## src/rtl/agu_ctrl_pkg.sv

```systemverilog
// Shared constants for the address-generation stage: widths, access sizes and FSM states.
package agu_ctrl_pkg;

    localparam int XLEN    = 32;
    localparam int PC_SIZE = 32;

    localparam logic [1:0] SIZE_B = 2'b00;
    localparam logic [1:0] SIZE_H = 2'b01;
    localparam logic [1:0] SIZE_W = 2'b10;

    typedef enum logic [1:0] {
        AGU_IDLE = 2'b00,
        AGU_MEM  = 2'b01,
        AGU_WBCK = 2'b10
    } agu_state_e;

endpackage

```

## src/rtl/agu_addr_calc.sv

```systemverilog
// Combinational address/lane calculation: effective address, byte-lane mask,
// replicated store data, misalignment and illegal-operation detection.
module agu_addr_calc
    import agu_ctrl_pkg::*;
#(
    parameter int XLEN_P    = XLEN,
    parameter int PC_SIZE_P = PC_SIZE
) (
    input  logic                   load,
    input  logic                   store,
    input  logic [1:0]             size,
    input  logic [XLEN_P-1:0]      rs1,
    input  logic [XLEN_P-1:0]      imm,
    input  logic [XLEN_P-1:0]      rs2,
    output logic [PC_SIZE_P-1:0]   addr,
    output logic [XLEN_P-1:0]      wdata,
    output logic [XLEN_P/8-1:0]    wmask,
    output logic                   misalgn,
    output logic                   illegal
);

    localparam int LANES = XLEN_P / 8;
    localparam int LB    = $clog2(LANES);

    logic [XLEN_P-1:0] sum;

    // Carry out of the top bit is dropped so the address wraps modulo 2^PC_SIZE.
    assign sum  = rs1 + imm;
    assign addr = sum[PC_SIZE_P-1:0];

    genvar gi;
    generate
        for (gi = 0; gi < LANES; gi++) begin : g_lane
            assign wdata[gi*8 +: 8] = (size == SIZE_B) ? rs2[7:0] :
                                      (size == SIZE_H) ? rs2[(gi%2)*8 +: 8] :
                                                         rs2[gi*8 +: 8];
            assign wmask[gi] = (size == SIZE_B) ? (addr[LB-1:0] == LB'(gi)) :
                               (size == SIZE_H) ? (addr[LB-1:1] == (LB-1)'(gi/2)) :
                                                  (size == SIZE_W);
        end
    endgenerate

    assign misalgn = ((size == SIZE_H) & addr[0]) | ((size == SIZE_W) & (|addr[1:0]));
    assign illegal = (size == 2'b11) | (load == store);

endmodule

```

## src/rtl/agu_ctrl.sv

```systemverilog
// Load/store request stage: accepts one op, issues it to memory, returns one writeback record.
// Optional same-cycle accept on writeback handshake is enabled by defining AGU_BYPASS_EN.
module agu_ctrl
    import agu_ctrl_pkg::*;
#(
    parameter int XLEN_P    = XLEN,
    parameter int PC_SIZE_P = PC_SIZE
) (
    input  logic                 clk,
    input  logic                 rst,
    input  logic                 exu_i_valid,
    output logic                 exu_o_ready,
    input  logic                 exu_i_load,
    input  logic                 exu_i_store,
    input  logic                 exu_i_usign,
    input  logic [1:0]           exu_i_size,
    input  logic [XLEN_P-1:0]    exu_i_rs1,
    input  logic [XLEN_P-1:0]    exu_i_imm,
    input  logic [XLEN_P-1:0]    exu_i_rs2,
    input  logic [4:0]           exu_i_rd_idx,
    output logic                 agu_o_cmd_enable,
    output logic                 agu_o_cmd_read,
    output logic                 agu_o_cmd_write,
    output logic                 agu_o_cmd_usign,
    output logic [1:0]           agu_o_cmd_size,
    output logic [PC_SIZE_P-1:0] agu_o_cmd_addr,
    output logic [XLEN_P-1:0]    agu_o_cmd_wdata,
    output logic [XLEN_P/8-1:0]  agu_o_cmd_wmask,
    output logic                 agu_o_cmd_misalgn,
    output logic                 agu_o_valid,
    input  logic                 agu_i_ready,
    input  logic [XLEN_P-1:0]    agu_i_wbck_wdata,
    input  logic                 agu_i_wbck_err,
    output logic                 wbck_o_valid,
    input  logic                 wbck_i_ready,
    output logic [XLEN_P-1:0]    wbck_o_wdata,
    output logic [4:0]           wbck_o_rd_idx,
    output logic                 wbck_o_we,
    output logic                 wbck_o_err
);

    agu_state_e state_q, state_d;

    logic                 enable_q, enable_d;
    logic                 read_q, read_d;
    logic                 write_q, write_d;
    logic                 usign_q, usign_d;
    logic [1:0]           size_q, size_d;
    logic [PC_SIZE_P-1:0] addr_q, addr_d;
    logic [XLEN_P-1:0]    wdata_q, wdata_d;
    logic [XLEN_P/8-1:0]  wmask_q, wmask_d;
    logic                 misalgn_q, misalgn_d;
    logic [4:0]           rd_idx_q, rd_idx_d;
    logic [XLEN_P-1:0]    wb_wdata_q, wb_wdata_d;
    logic                 wb_err_q, wb_err_d;
    logic                 wb_we_q, wb_we_d;

    logic [PC_SIZE_P-1:0] calc_addr;
    logic [XLEN_P-1:0]    calc_wdata;
    logic [XLEN_P/8-1:0]  calc_wmask;
    logic                 calc_misalgn;
    logic                 calc_illegal;
    logic                 accept;

    agu_addr_calc #(
        .XLEN_P    (XLEN_P),
        .PC_SIZE_P (PC_SIZE_P)
    ) u_addr_calc (
        .load    (exu_i_load),
        .store   (exu_i_store),
        .size    (exu_i_size),
        .rs1     (exu_i_rs1),
        .imm     (exu_i_imm),
        .rs2     (exu_i_rs2),
        .addr    (calc_addr),
        .wdata   (calc_wdata),
        .wmask   (calc_wmask),
        .misalgn (calc_misalgn),
        .illegal (calc_illegal)
    );

`ifdef AGU_BYPASS_EN
    assign exu_o_ready = (state_q == AGU_IDLE) | ((state_q == AGU_WBCK) & wbck_i_ready);
`else
    assign exu_o_ready = (state_q == AGU_IDLE);
`endif

    assign accept = exu_i_valid & exu_o_ready;

    always_comb begin
        state_d    = state_q;
        enable_d   = enable_q;
        read_d     = read_q;
        write_d    = write_q;
        usign_d    = usign_q;
        size_d     = size_q;
        addr_d     = addr_q;
        wdata_d    = wdata_q;
        wmask_d    = wmask_q;
        misalgn_d  = misalgn_q;
        rd_idx_d   = rd_idx_q;
        wb_wdata_d = wb_wdata_q;
        wb_err_d   = wb_err_q;
        wb_we_d    = wb_we_q;

        case (state_q)
            AGU_IDLE: ;
            AGU_MEM: begin
                if (agu_i_ready) begin
                    wb_wdata_d = read_q ? agu_i_wbck_wdata : '0;
                    wb_err_d   = agu_i_wbck_err;
                    wb_we_d    = read_q & ~agu_i_wbck_err;
                    state_d    = AGU_WBCK;
                end
            end
            AGU_WBCK: begin
                if (wbck_i_ready) begin
                    state_d = AGU_IDLE;
                end
            end
            default: state_d = AGU_IDLE;
        endcase

        // Accept overrides the WBCK exit so a bypassed op lands straight in MEM/WBCK.
        if (accept) begin
            enable_d  = 1'b1;
            read_d    = exu_i_load;
            write_d   = exu_i_store;
            usign_d   = exu_i_usign;
            size_d    = exu_i_size;
            addr_d    = calc_addr;
            wdata_d   = calc_wdata;
            wmask_d   = calc_wmask;
            misalgn_d = calc_misalgn;
            rd_idx_d  = exu_i_rd_idx;
            if (calc_misalgn | calc_illegal) begin
                wb_wdata_d = '0;
                wb_err_d   = 1'b1;
                wb_we_d    = 1'b0;
                state_d    = AGU_WBCK;
            end else begin
                state_d = AGU_MEM;
            end
        end
    end

    always_ff @(posedge clk or posedge rst) begin
        if (rst) begin
            state_q    <= AGU_IDLE;
            enable_q   <= 1'b0;
            read_q     <= 1'b0;
            write_q    <= 1'b0;
            usign_q    <= 1'b0;
            size_q     <= '0;
            addr_q     <= '0;
            wdata_q    <= '0;
            wmask_q    <= '0;
            misalgn_q  <= 1'b0;
            rd_idx_q   <= '0;
            wb_wdata_q <= '0;
            wb_err_q   <= 1'b0;
            wb_we_q    <= 1'b0;
        end else begin
            state_q    <= state_d;
            enable_q   <= enable_d;
            read_q     <= read_d;
            write_q    <= write_d;
            usign_q    <= usign_d;
            size_q     <= size_d;
            addr_q     <= addr_d;
            wdata_q    <= wdata_d;
            wmask_q    <= wmask_d;
            misalgn_q  <= misalgn_d;
            rd_idx_q   <= rd_idx_d;
            wb_wdata_q <= wb_wdata_d;
            wb_err_q   <= wb_err_d;
            wb_we_q    <= wb_we_d;
        end
    end

    assign agu_o_valid       = (state_q == AGU_MEM);
    assign wbck_o_valid      = (state_q == AGU_WBCK);
    assign agu_o_cmd_enable  = enable_q;
    assign agu_o_cmd_read    = read_q;
    assign agu_o_cmd_write   = write_q;
    assign agu_o_cmd_usign   = usign_q;
    assign agu_o_cmd_size    = size_q;
    assign agu_o_cmd_addr    = addr_q;
    assign agu_o_cmd_wdata   = wdata_q;
    assign agu_o_cmd_wmask   = wmask_q;
    assign agu_o_cmd_misalgn = misalgn_q;
    assign wbck_o_wdata      = wb_wdata_q;
    assign wbck_o_rd_idx     = rd_idx_q;
    assign wbck_o_we         = wb_we_q;
    assign wbck_o_err        = wb_err_q;

endmodule

```

## config.mk

```make
export PLATFORM = sky130hd
export DESIGN_NAME = agu_ctrl
export DESIGN_NICKNAME = d
export VERILOG_FILES = /design/src/rtl/agu_ctrl_pkg.sv /design/src/rtl/agu_addr_calc.sv /design/src/rtl/agu_ctrl.sv
export SDC_FILE = /design/constraint.sdc
export NUM_CORES = 1
export LEC_CHECK = 0
export CAP_MARGIN = 10
export CORE_MARGIN = 8
export CORE_UTILIZATION = 47
export DETAILED_ROUTE_END_ITERATION = 16
export PLACE_DENSITY = 0.86
export SYNTH_ARGS = -nofsm -noshare
export SYNTH_HDL_FRONTEND = slang
export SYNTH_SLANG_ARGS = --single-unit
export TNS_END_PERCENT = 1
```

## constraint.sdc

```tcl
create_clock -name clk -period 9.7 [get_ports clk]
set_clock_uncertainty 0.2 [all_clocks]
set_input_delay 0.97 -clock clk [delete_from_list [all_inputs] [get_ports clk]]
set_output_delay 0.97 -clock clk [all_outputs]
set_load 0.01 [all_outputs]
```

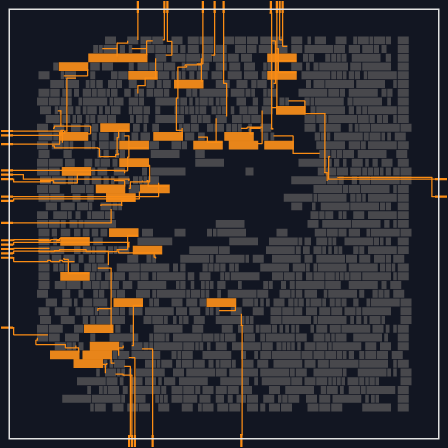
(images/port_nets.png)
[`agu_o_cmd_addr`] orange | bits: 32 | direction: output | edge: 15 left, 10 top, 5 bottom, 2 right | end cells: 32 | wire: 1370 µm
number of port buffers: 260
Ports: 261

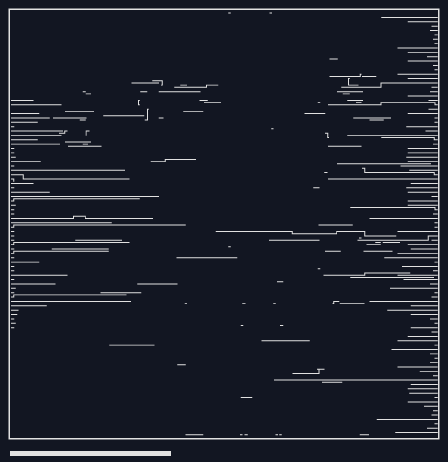
(images/met3.png)
Bar = 50 µm.
longest straight run: 53.4 µm
share of all routed wire: 9.6%
main direction: horizontal
met3 Track Usage GR: 0.08547
vias: 6386
Post-Route WL: 21.12 mm

==> metrics.cfg <==
[status]
outcome=finished, final reports clean

[synth]
yosys_warnings=0
avgSynthCellArea_um2=8.772
ys_top_cells_by_area=dfrtp_1, nand2_1, a21oi_1
fp_nets=912
aoi_share=0.1893
synth.top_cell.area_share=0.4496
ys_top_cells_by_count=nand2_1, dfrtp_1, a21oi_1, o21ai_0, nor2_1
xor_share=0.04205

[sta]
hold_viol_final=0
relSlewSlack=0.1610
post-route-min-period_ps=3856

[clocking]
postCtsHoldBufs=0
cts_tree=done

[critical_path]
cp_num_buf_inv=1
cp_slowest_cell=and2_1
r2r-start=state_q[0]
required_ps=9720

[layout]
comb_share=0.3420
buffers=265
final-nonclk-buf-share=0.2710
final_layout_size_suffix_gt1_frac=0.04975
largest_class=multi-input combinational cells
nonClockInverterCount=13
lay_top_cells=clkdlybuf4s50_1, nand2_1, dfrtp_1, a21oi_1, o21ai_0

[die]
chipWidth_um=133.2
die_y_um=133.2
initial_core_util=0.4724

[place]
gp_congestion=0.9260
dp_hpwl_mm=15.61

[grt]
grt-ovfl-total=0

[min_path]
min_from=agu_o_cmd_enable

[drt]
drcViolationCount=0

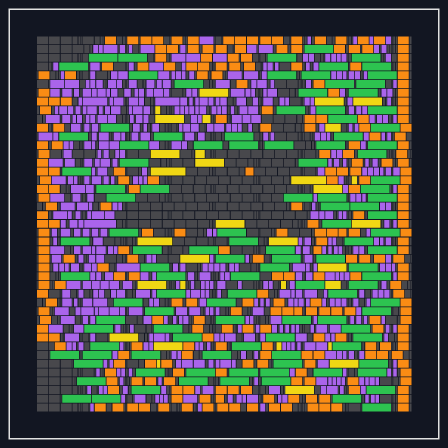
(images/cell_classes.png)
Fill, decap, tap and diode cells in gray.
[clock drivers and dummy loads] yellow | cells: 31
[other buffers and delay cells] orange | cells: 265
[flip-flops] green | cells: 116
[all other logic] purple | cells: 573
core region area: 0.01367 mm²
flop share of the area: 0.2979
post-route cell area: 0.009743 mm²
fin util: 0.7130

## through the flow
step	hold WS, ps	instance area (µm²)	setup slack [ps]	instances
floorplan	272.2	6456	5458	736
global placement	247.9	9151	5562	1134
detailed placement	251.5	9151	5529	1134
CTS	266.8	9743	5896	1165
global route	288.6	9743	5678	1165
finish	261.2	9743	5844	1165
## power by group
group / total (W) / internal [W] / switching (W)
Combinational: 0.000792 / 0.000407 / 0.000385
Clock: 0.000629 / 0.000413 / 0.000216
Sequential: 0.000700 / 0.000624 / 0.0000763
## metal layers
metal / wire [µm] / vias to the layer above / GRT usage
met5: 0 / - / 0
met4: 611 / 0 / 0.1011
met3: 2035 / 37 / 0.08547
met2: 10040 / 289 / 0.3806
met1: 8427 / 3027 / 0.2746
li1: - / 3033 / -
Power and IR drop assume default switching activity.
